Figure 1. Gate families picked out (run 1).
Scale: 3 px per um.
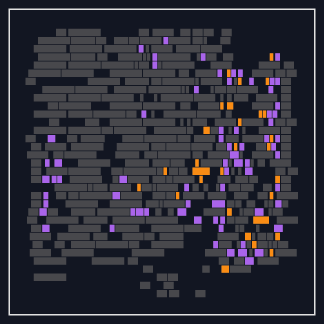
Figure 2. Supply network (run 1).
Scale: 4 px per um. Pins as bars on the die edge.
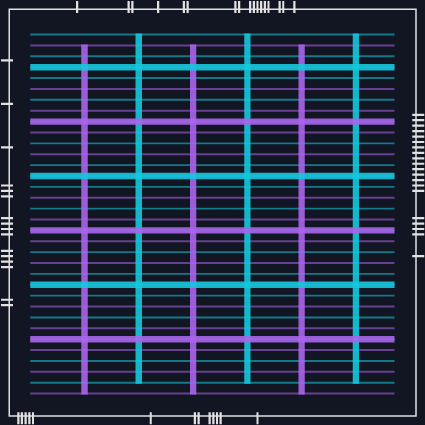
Figure 3. Clock wires, drivers and flops (run 1).
Scale: 3 px per um.
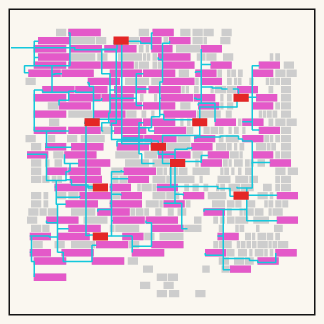
$ cat src/rtl/portio_ctl_if.sv
// External peripheral bus between portio_ctl (master) and the I/O devices (slave).
interface portio_ctl_if;
  logic [7:0] IO_PORTID;
  logic [7:0] IO_OUT;
  logic       IO_WR;
  logic       IO_RD;
  logic [7:0] IO_IN;
  logic       IO_ACK;

  modport master (
    output IO_PORTID,
    output IO_OUT,
    output IO_WR,
    output IO_RD,
    input  IO_IN,
    input  IO_ACK
  );

  modport slave (
    input  IO_PORTID,
    input  IO_OUT,
    input  IO_WR,
    input  IO_RD,
    output IO_IN,
    output IO_ACK
  );
endinterface

$ cat src/rtl/portio_ctl.sv
// Port I/O controller: buffers OUTPUT writes to the external bus, performs INPUT reads,
// and stalls CTL while a read is outstanding or the write buffer is full.
module portio_ctl #(
  parameter int unsigned DEPTH = 4,
  parameter int unsigned TMO   = 15
) (
  input  logic         CLK,
  input  logic         RST,
  input  logic         xOUTPUT_P,
  input  logic         xINPUT_P,
  input  logic [7:0]   xN_P,
  input  logic [7:0]   xPORTID_P,
  input  logic [7:0]   xOUTPORT_P,
  output logic [7:0]   xINPORT_P,
  output logic         xIOSTALL_P,
  output logic         xIOERR_P,
  input  logic         xIOERRCLR_P,
  portio_ctl_if.master io
);

  localparam int unsigned AW = (DEPTH > 1) ? $clog2(DEPTH) : 1;
  localparam logic [AW:0] FullCnt = (AW + 1)'(DEPTH);
  localparam logic [7:0]  TmoLast = 8'(TMO - 1);

  typedef enum logic [1:0] {StIdle, StWr, StRd, StDone} state_e;

  state_e         stateQ, stateD;
  logic [7:0]     tmoQ, tmoD;
  logic [AW-1:0]  wrPtrQ, rdPtrQ;
  logic [AW:0]    countQ;
  logic [15:0]    fifoMem [DEPTH];
  logic [15:0]    head;
  logic           ioWrQ, ioWrD;
  logic           ioRdQ, ioRdD;
  logic [7:0]     ioPortidQ, ioPortidD;
  logic [7:0]     ioOutQ, ioOutD;
  logic [7:0]     inportQ, inportD;
  logic           errQ;
  logic           errSet;
  logic           push, pop;
  logic           full, empty;
  logic           extRd, rdDone;
  logic           unusedNHigh;

  assign unusedNHigh = ^xN_P[7:3];

  assign full   = (countQ == FullCnt);
  assign empty  = (countQ == '0);
  assign extRd  = xINPUT_P & (xN_P[2:0] == 3'd0);
  assign rdDone = (stateQ == StDone);
  assign push   = xOUTPUT_P & ~full;
  assign head   = fifoMem[rdPtrQ];

  assign xIOSTALL_P = (xOUTPUT_P & full) | (extRd & ~rdDone);

  always_comb begin
    stateD    = stateQ;
    tmoD      = tmoQ;
    ioWrD     = 1'b0;
    ioRdD     = 1'b0;
    ioPortidD = ioPortidQ;
    ioOutD    = ioOutQ;
    inportD   = inportQ;
    errSet    = 1'b0;
    pop       = 1'b0;
    unique case (stateQ)
      StIdle: begin
        // Drain every buffered write before a read to keep program order.
        if (!empty) begin
          stateD    = StWr;
          ioWrD     = 1'b1;
          ioPortidD = head[15:8];
          ioOutD    = head[7:0];
          tmoD      = '0;
        end else if (extRd && !xOUTPUT_P) begin
          stateD    = StRd;
          ioRdD     = 1'b1;
          ioPortidD = xPORTID_P;
          tmoD      = '0;
        end
      end
      StWr: begin
        if (io.IO_ACK) begin
          pop    = 1'b1;
          stateD = StIdle;
        end else if (tmoQ == TmoLast) begin
          pop    = 1'b1;
          errSet = 1'b1;
          stateD = StIdle;
        end else begin
          ioWrD = 1'b1;
          tmoD  = tmoQ + 8'd1;
        end
      end
      StRd: begin
        if (io.IO_ACK) begin
          inportD = io.IO_IN;
          stateD  = StDone;
        end else if (tmoQ == TmoLast) begin
          inportD = 8'hFF;
          errSet  = 1'b1;
          stateD  = StDone;
        end else begin
          ioRdD = 1'b1;
          tmoD  = tmoQ + 8'd1;
        end
      end
      StDone:  stateD = StIdle;
      default: stateD = StIdle;
    endcase
  end

  always_ff @(posedge CLK) begin
    if (RST) begin
      stateQ    <= StIdle;
      tmoQ      <= '0;
      wrPtrQ    <= '0;
      rdPtrQ    <= '0;
      countQ    <= '0;
      ioWrQ     <= 1'b0;
      ioRdQ     <= 1'b0;
      ioPortidQ <= '0;
      ioOutQ    <= '0;
      inportQ   <= '0;
      errQ      <= 1'b0;
    end else begin
      stateQ    <= stateD;
      tmoQ      <= tmoD;
      ioWrQ     <= ioWrD;
      ioRdQ     <= ioRdD;
      ioPortidQ <= ioPortidD;
      ioOutQ    <= ioOutD;
      inportQ   <= inportD;
      if (push) wrPtrQ <= wrPtrQ + 1'b1;
      if (pop)  rdPtrQ <= rdPtrQ + 1'b1;
      if (push && !pop) begin
        countQ <= countQ + 1'b1;
      end else if (pop && !push) begin
        countQ <= countQ - 1'b1;
      end
      // A new timeout wins over a simultaneous clear request.
      if (errSet) begin
        errQ <= 1'b1;
      end else if (xIOERRCLR_P) begin
        errQ <= 1'b0;
      end
    end
  end

  always_ff @(posedge CLK) begin
    if (push) fifoMem[wrPtrQ] <= {xPORTID_P, xOUTPORT_P};
  end

  assign io.IO_WR     = ioWrQ;
  assign io.IO_RD     = ioRdQ;
  assign io.IO_PORTID = ioPortidQ;
  assign io.IO_OUT    = ioOutQ;
  assign xINPORT_P    = inportQ;
  assign xIOERR_P     = errQ;

endmodule

$ cat src/flat_wrapper.sv
// flat-port wrapper written by rule: the top's interface ports become plain ports
module portio_ctl_flat 
#(
  parameter int unsigned DEPTH = 4,
  parameter int unsigned TMO   = 15
)
  (CLK, RST, xOUTPUT_P, xINPUT_P, xN_P, xPORTID_P, xOUTPORT_P, xINPORT_P, xIOSTALL_P, xIOERR_P, xIOERRCLR_P, io_IO_PORTID, io_IO_OUT, io_IO_WR, io_IO_RD, io_IO_IN, io_IO_ACK);
  portio_ctl_if io_i ();
  input  logic CLK;
  input  logic RST;
  input  logic xOUTPUT_P;
  input  logic xINPUT_P;
  input  logic [7:0] xN_P;
  input  logic [7:0] xPORTID_P;
  input  logic [7:0] xOUTPORT_P;
  output logic [7:0] xINPORT_P;
  output logic xIOSTALL_P;
  output logic xIOERR_P;
  input  logic xIOERRCLR_P;
  output wire logic [$bits(io_i.IO_PORTID)-1:0] io_IO_PORTID;
  output wire logic [$bits(io_i.IO_OUT)-1:0] io_IO_OUT;
  output wire logic [$bits(io_i.IO_WR)-1:0] io_IO_WR;
  output wire logic [$bits(io_i.IO_RD)-1:0] io_IO_RD;
  input wire logic [$bits(io_i.IO_IN)-1:0] io_IO_IN;
  input wire logic [$bits(io_i.IO_ACK)-1:0] io_IO_ACK;
  assign io_IO_PORTID = io_i.IO_PORTID;
  assign io_IO_OUT = io_i.IO_OUT;
  assign io_IO_WR = io_i.IO_WR;
  assign io_IO_RD = io_i.IO_RD;
  assign io_i.IO_IN = io_IO_IN;
  assign io_i.IO_ACK = io_IO_ACK;
  portio_ctl #(.DEPTH(DEPTH), .TMO(TMO)) u_core (.CLK(CLK), .RST(RST), .xOUTPUT_P(xOUTPUT_P), .xINPUT_P(xINPUT_P), .xN_P(xN_P), .xPORTID_P(xPORTID_P), .xOUTPORT_P(xOUTPORT_P), .xINPORT_P(xINPORT_P), .xIOSTALL_P(xIOSTALL_P), .xIOERR_P(xIOERR_P), .xIOERRCLR_P(xIOERRCLR_P), .io(io_i));
endmodule
$ cat config.mk
export PLATFORM = sky130hd
export DESIGN_NAME = portio_ctl_flat
export DESIGN_NICKNAME = d
export VERILOG_FILES = /design/src/rtl/portio_ctl_if.sv /design/src/rtl/portio_ctl.sv /design/src/flat_wrapper.sv
export SDC_FILE = /design/constraint.sdc
export NUM_CORES = 1
export LEC_CHECK = 0
export CORE_MARGIN = 5
export CORE_UTILIZATION = 55
export CTS_CLUSTER_DIAMETER = 100
export DETAILED_ROUTE_END_ITERATION = 7
export PLACE_DENSITY = 0.85
export SYNTH_ARGS = -nofsm -noshare
export SYNTH_HDL_FRONTEND = slang
export SYNTH_SLANG_ARGS = --single-unit
export TNS_END_PERCENT = 30
$ cat constraint.sdc
create_clock -name CLK -period 7.25 [get_ports CLK]
set_input_delay 1.45 -clock CLK [delete_from_list [all_inputs] [get_ports CLK]]
set_output_delay 1.45 -clock CLK [all_outputs]
set_load 0.01 [all_outputs]
==> flow_summary.ini, run 1 <==
; physical design summary
[power]
maxPowerGroup = sequential cells
vdd_drop_max_v = 0.0002202
netSwitchingFraction_pct = 36.85

[drt]
final_antenna_net_count = 0
first_iter_violations = 109

[setup_path]
endpoint_kind = output pin
cp_cell_sequence = clkdlybuf4s50_1, or4b_1, o21ai_0, clkdlybuf4s50_1
crit_path_end = xIOSTALL_P
cp.required_ns = 5.80

[synth]
yosys_area_mm2 = 0.004588
ys_cells = 342
ys_ff = 110
ff_type = edfxtp_1
synth-edff-count = 64
yosys.cell_count.top_type = edfxtp_1
synthDominantCellAreaShare_pct = 41.89
syn_inst = 342
postSynthAreaPerCell_um2 = 13.42
synthTopCellsByCount = edfxtp_1, dfxtp_1, a21oi_1

[die]
chipWidth_um = 101.3

[flow_run]
warning_count = 38

[clock_tree]
cts_tree = built
root_buffer = clkbuf_8
clkTransAtPathRegs_ns = 0.10

[layout]
area_delta_synth_final_pct = 17.94
diodes = 0

[placement]
hpwl_um = 6227
port_buffers = 60

[final_timing]
holdWs_ns = 0.4700
timing.setup.tns_ns = 0
rsz0062_at_grt = false
drv_slew = 0

[hold_path]
hold_path.class = flop to flop

[global_routing]
grt_usage_pct = 18.63

[status]
status = finished, final reports clean
Back to the opening pictures, Figure 1:
[purple] aoi and oai cells | cells: 70
[orange] nor cells | cells: 29

Back to the opening pictures, Figure 2:
[purple] VSS
[cyan] VDD
signal pins: 66
met1 rails: 34
met5 straps: 6

Back to the opening pictures, Figure 3:
[red] clock-net drivers | count: 9
[cyan] clock wires | length: 1130 um
[magenta] flip-flops | count: 110
flops lie: widely spread
routed clock nets: 10

## run 1: state kept, by name, summed over array words and instances (netlist names), named ones only
register and cells:
u_core.fifoMem 64, u_core.io.IO_OUT 8, u_core.io.IO_PORTID 8, u_core.tmoQ 8
u_core.xINPORT_P 8, u_core.countQ 3, u_core.rdPtrQ 2, u_core.stateQ 2
u_core.wrPtrQ 2, u_core.io.IO_RD 1, u_core.io.IO_WR 1, u_core.xIOERR_P 1
## run 1: critical path, delay by kind of cell
family,cells,cell delay [ns]
and+or+nand+nor,1,0.66
buffers and inverters,2,0.98
AOI/OAI and AO/OA,1,0.29
## run 1: area by class of cell
type                       count  area, um2
sequential                   110       2843
fill                         586       2764
multi-input combinational    200       1573
timing repair buffer          62      615.6
tap                          105      131.4
clock buffer                   9      123.9
clock inverter                 7      80.08
inverter                      12      45.04
## run 1: metrics by stage
stage | power [mW] | instances
after global routing | 2.098 | 505
final | 1.984 | 505
after CTS | 1.994 | 505
after detailed placement | 1.622 | 489
after floorplan | 1.388 | 342
after global placement | 1.586 | 489
## run 1: cell families (layout without fill, tap and decap cells)
| group | Yosys count | in the layout | share of synthesized area (%) |
|---|---|---|---|
| buffers and inverters | 32 | 90 | 3.763 |
| flip-flops | 110 | 110 | 61.96 |
| AND-OR/OR-AND | 79 | 79 | 11.15 |
| AND/OR/NAND/NOR | 79 | 79 | 8.836 |
| adder cells (fa/ha/maj) | 12 | 12 | 3.436 |
| XOR/XNOR | 3 | 3 | 0.5728 |
| multiplexers | 27 | 27 | 10.28 |
## run 1: routing by layer
layer,part of all wire (%),up-vias,GRT usage [%]
li1,-,1389,-
met1,41,1438,23.26
met2,51,108,31.09
met3,6.3,16,4.959
met4,1.9,0,7.260
met5,0,-,0
--- run 2 (diff from run 1) ---
--- a/config.mk
+++ b/config.mk
@@ -6,10 +6,10 @@
 export NUM_CORES = 1
 export LEC_CHECK = 0
 export CORE_MARGIN = 5
-export CORE_UTILIZATION = 55
+export CORE_UTILIZATION = 54
 export CTS_CLUSTER_DIAMETER = 100
 export DETAILED_ROUTE_END_ITERATION = 7
-export PLACE_DENSITY = 0.85
+export PLACE_DENSITY = 0.83
 export SYNTH_ARGS = -nofsm -noshare
 export SYNTH_HDL_FRONTEND = slang
 export SYNTH_SLANG_ARGS = --single-unit
==> constraint.sdc (replaced) <==
create_clock -name CLK -period 4.55 [get_ports CLK]
set_input_delay 0.91 -clock CLK [delete_from_list [all_inputs] [get_ports CLK]]
set_output_delay 0.91 -clock CLK [all_outputs]
set_load 0.01 [all_outputs]
==> run 2 against run 1 <==
  * Clock power grew 53%
  * Register-to-register slack worse by 2.7 ns
  * Final cell count is the same
  * Global-route usage is 0.24 points lower
  * Critical path depth stayed put
  * First-iteration DRC count down 11%
  * Setup slack got worse by 1.5 ns
  * Via count down 2.2%
  * Largest cell class unchanged
  * Largest power group unchanged
==> flow_summary.ini, run 2 <==
; physical design summary
[synth]
yosys_area_mm2 = 0.004588
ff_type = edfxtp_1
synth-edff-count = 64
ys_ff = 110
postSynthAreaPerCell_um2 = 13.42
ys_cells = 342
synthDominantCellAreaShare_pct = 41.89
synthTopCellsByCount = edfxtp_1, dfxtp_1, a21oi_1
syn_inst = 342

[clock_tree]
root_buffer = clkbuf_8
cts_tree = built
clkTransAtPathRegs_ns = 0.10

[setup_path]
cp.required_ns = 3.64
worst-path-buf-inv = 2
endpoint_kind = output pin

[placement]
port_buffers = 60
hpwl_um = 5971

[power]
vdd_drop_max_v = 0.0003421
netSwitchingFraction_pct = 36.26

[drt]
final_antenna_net_count = 0

[final_timing]
holdWs_ns = 0.4657
rsz0062_at_grt = false

[global_routing]
grt_usage_pct = 18.39

[status]
status = finished, final reports clean

[flow_run]
warning_count = 38
[run 2: cell count changes in the layout (fill, tap and decap cells not counted), sizes merged]
cell | previous run | this run
clkinv | 2 | 3
inv | 17 | 16
[run 2: cells by family (layout without fill, tap and decap cells)]
family	Yosys count	in the layout	share of synthesized area (%)
AND-OR/OR-AND	79	79	11.15
XOR/XNOR	3	3	0.5728
adder cells (fa/ha/maj)	12	12	3.436
buffers and inverters	32	90	3.763
flip-flops	110	110	61.96
multiplexers	27	27	10.28
AND/OR/NAND/NOR	79	79	8.836
[run 2: tightest hold or removal path, stage by stage, from the launching register on]
cell and delay, ns:
dfxtp_1 0.32, nand2_1 0.05, a21oi_1 0.05
[run 2: per-layer routing]
| metal | GRT usage (%) | routed length, um | vias up |
|---|---|---|---|
| met5 | 0 | 0 | - |
| met4 | 5.449 | 94 | 0 |
| met3 | 4.983 | 437 | 8 |
| met2 | 30.58 | 4447 | 71 |
| met1 | 23.81 | 3967 | 1414 |
| li1 | - | - | 1392 |
[run 2: final cells by class]
cell class	count	area share (%)
clock buffer	9	2.292
multi-input combinational	200	29.10
sequential	110	52.60
clock inverter	7	1.343
tap	105	2.431
inverter	12	0.8335
timing repair buffer	62	11.39
[run 2: worst paths after layout]
path                                     from                                to  slack (ns)  depth (start not counted)
min reg2reg  u_core.io.IO_OUT[7]$_SDFFE_PP0P_  u_core.io.IO_OUT[7]$_SDFFE_PP0P_        0.47                          2
max                                   xN_P[1]                        xIOSTALL_P        0.93                          4
max reg2reg       u_core.tmoQ[0]$_SDFFE_PP0P_     u_core.countQ[2]$_SDFFE_PP0P_        1.82                         11
min          u_core.io.IO_OUT[7]$_SDFFE_PP0P_  u_core.io.IO_OUT[7]$_SDFFE_PP0P_        0.47                          2
Figure 4. Clock wiring as the flow saved it (run 2).
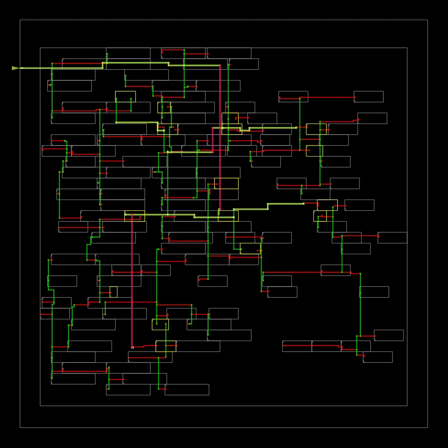
P_clk: 0.573 mW
skew final: 0.01494 ns
Latency at later pin: 0.38 ns

--- run 3 (diff from run 2) ---
--- a/config.mk
+++ b/config.mk
@@ -6,10 +6,10 @@
 export NUM_CORES = 1
 export LEC_CHECK = 0
 export CORE_MARGIN = 5
-export CORE_UTILIZATION = 54
+export CORE_UTILIZATION = 49
 export CTS_CLUSTER_DIAMETER = 100
 export DETAILED_ROUTE_END_ITERATION = 7
-export PLACE_DENSITY = 0.83
+export PLACE_DENSITY = 0.8
 export SYNTH_ARGS = -nofsm -noshare
 export SYNTH_HDL_FRONTEND = slang
 export SYNTH_SLANG_ARGS = --single-unit
==> constraint.sdc (replaced) <==
create_clock -name CLK -period 3.3 [get_ports CLK]
set_input_delay 0.66 -clock CLK [delete_from_list [all_inputs] [get_ports CLK]]
set_output_delay 0.66 -clock CLK [all_outputs]
set_load 0.01 [all_outputs]
Figure 5. Gate families picked out (run 3).
Scale: 2 px per um.
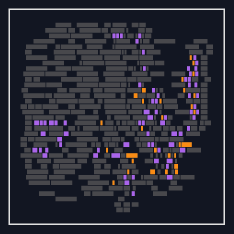
[orange] nor cells | cells: 29
[purple] aoi and oai cells | cells: 70

==> run 3 against run 2 <==
  * Design area rose by 1.9%
  * First-iteration DRC count rose by 23%
  * Synthesized cell count did not move
  * Largest cell class unchanged
  * Largest power group unchanged
==> flow_summary.ini, run 3 <==
; physical design summary
[setup_path]
endpoint_kind = output pin
r2r_cells = 6
r2r-start = u_core.stateQ[1]$_SDFFE_PP0P_
startpoint_type = input port
r2r_slack_ns = 0.76
cp.required_ns = 2.64

[synth]
synthTopCellsByCount = edfxtp_1, dfxtp_1, a21oi_1
ys_ff = 110
yosys_area_mm2 = 0.004588
mux_share_pct = 10.28
synthTopLogicFamily = AND-OR/OR-AND gates
yosys.cell_count.top_type = edfxtp_1
ys_sh_aoi_pct = 11.15
synth-edff-count = 64
xor_area_share_pct = 0.5727
synthDominantCellAreaShare_pct = 41.89
syn-num-nets = 392
ff_type = edfxtp_1
fa_ha_area_share_pct = 3.436
syn_inst = 342
postSynthAreaPerCell_um2 = 13.42

[global_routing]
grt_usage_pct = 16.44

[placement]
port_buffers = 60
hpwl_um = 6296

[clock_tree]
cts_tree = built
clkTransAtPathRegs_ns = 0.09
cts.path.max_buffers = 2
clk_latency_ns = 0.37
root_buffer = clkbuf_8

[final_timing]
finalClockSkew_ns = 0.01180
timing.setup.tns_ns = 0
drv_slew = 0

[flow_run]
warning_count = 38

[drt]
first_iter_violations = 119
via_per_inst = 5.736

[status]
status = finished, final reports clean

[power]
vdd_drop_max_v = 0.0004653

[hold_path]
min_from = u_core.io.IO_OUT[4]$_SDFFE_PP0P_
hold_path.class = flop to flop
min_path_cells = 2

[layout]
largest_reg_flops = 64
combGateArea_mm2 = 0.001573
area_delta_synth_final_pct = 19.99
seq_area_mm2 = 0.002843
diodes = 0
regMostFlops = u_core.fifoMem
==> run 3: cell counts after synthesis <==
Identical to the previous run, type by type.
==> run 3: per-layer routing <==
metal	vias to the layer above	track usage [%]	share of wire, %
li1	1415	-	-
met1	1471	21.23	45
met2	93	27.97	48
met3	15	3.672	5.4
met4	0	4.658	1.5
met5	-	0	0
==> run 3: worst max-delay path by stage <==
stage,to,cells past startpoint
2_1_floorplan,u_core.countQ[2]$_SDFFE_PP0P_,12
3_3_place_gp,xIOSTALL_P,4
3_5_place_dp,xIOSTALL_P,4
4_1_cts,xIOSTALL_P,4
5_1_grt,xIOSTALL_P,4
6_report,xIOSTALL_P,4
==> run 3: final cells by class <==
cell class | instances | area share [%]
clock buffers | 10 | 2.318
multi-input cells | 200 | 28.57
well taps | 111 | 2.523
flip-flops and latches | 110 | 51.64
inverters | 12 | 0.8182
clock inverters | 6 | 1.227
repair buffers | 73 | 12.91
==> run 3: power breakdown <==
part	internal, mW	switching [mW]	leakage (nW)	total (mW)
clock network	0.357	0.445	0.100	0.803
registers	1.72	0.159	0.963	1.88
logic	0.760	0.909	0.838	1.67
==> run 3: critical path, cell delays in order <==
cell and delay, ns:
clkdlybuf4s50_1 0.39, or4b_1 0.54, o21ai_0 0.17, clkdlybuf4s50_1 0.56
==> run 3: stage by stage <==
stage / cells / total power, mW / setup WS [ns] / hold slack [ns]
final: 522 / 4.347 / 0.3316 / 0.4602
after global routing: 522 / 4.623 / 0.2497 / 0.4833
after CTS: 522 / 4.391 / 0.3164 / 0.4634
after detailed placement: 506 / 3.578 / 0.3241 / 0.4510
after global placement: 506 / 3.520 / 0.3337 / 0.4454
after floorplan: 342 / 3.049 / 0.8391 / 0.4778

## Gallery

Metal layers overlaid.
Scale: 4 px per um.
panel A
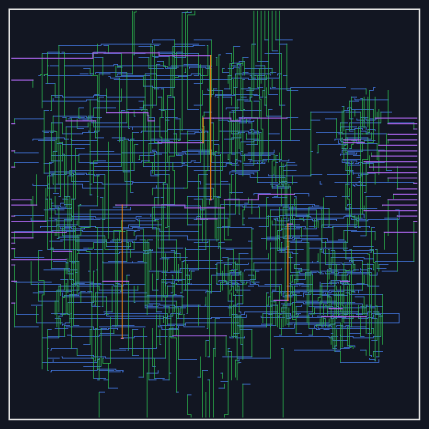
panel B
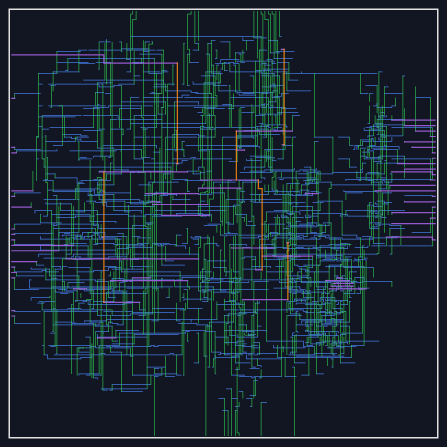
panel C
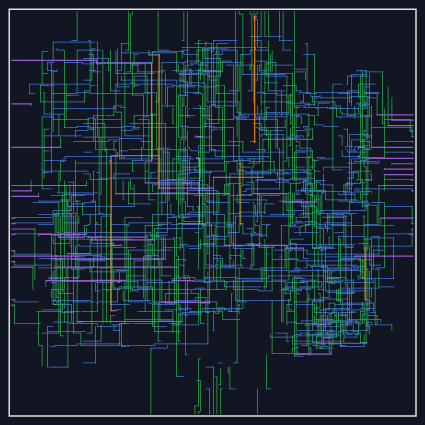
- run 3 = panel B
- run 2 = panel A
- run 1 = panel C

Key to panel A:
[purple] M3 | wire length: 438 um
[blue] M1 | wire length: 3970 um
[green] M2 | wire length: 4450 um
[orange] M4 | wire length: 94.5 um

Power is estimated from default activity; no workload was simulated.
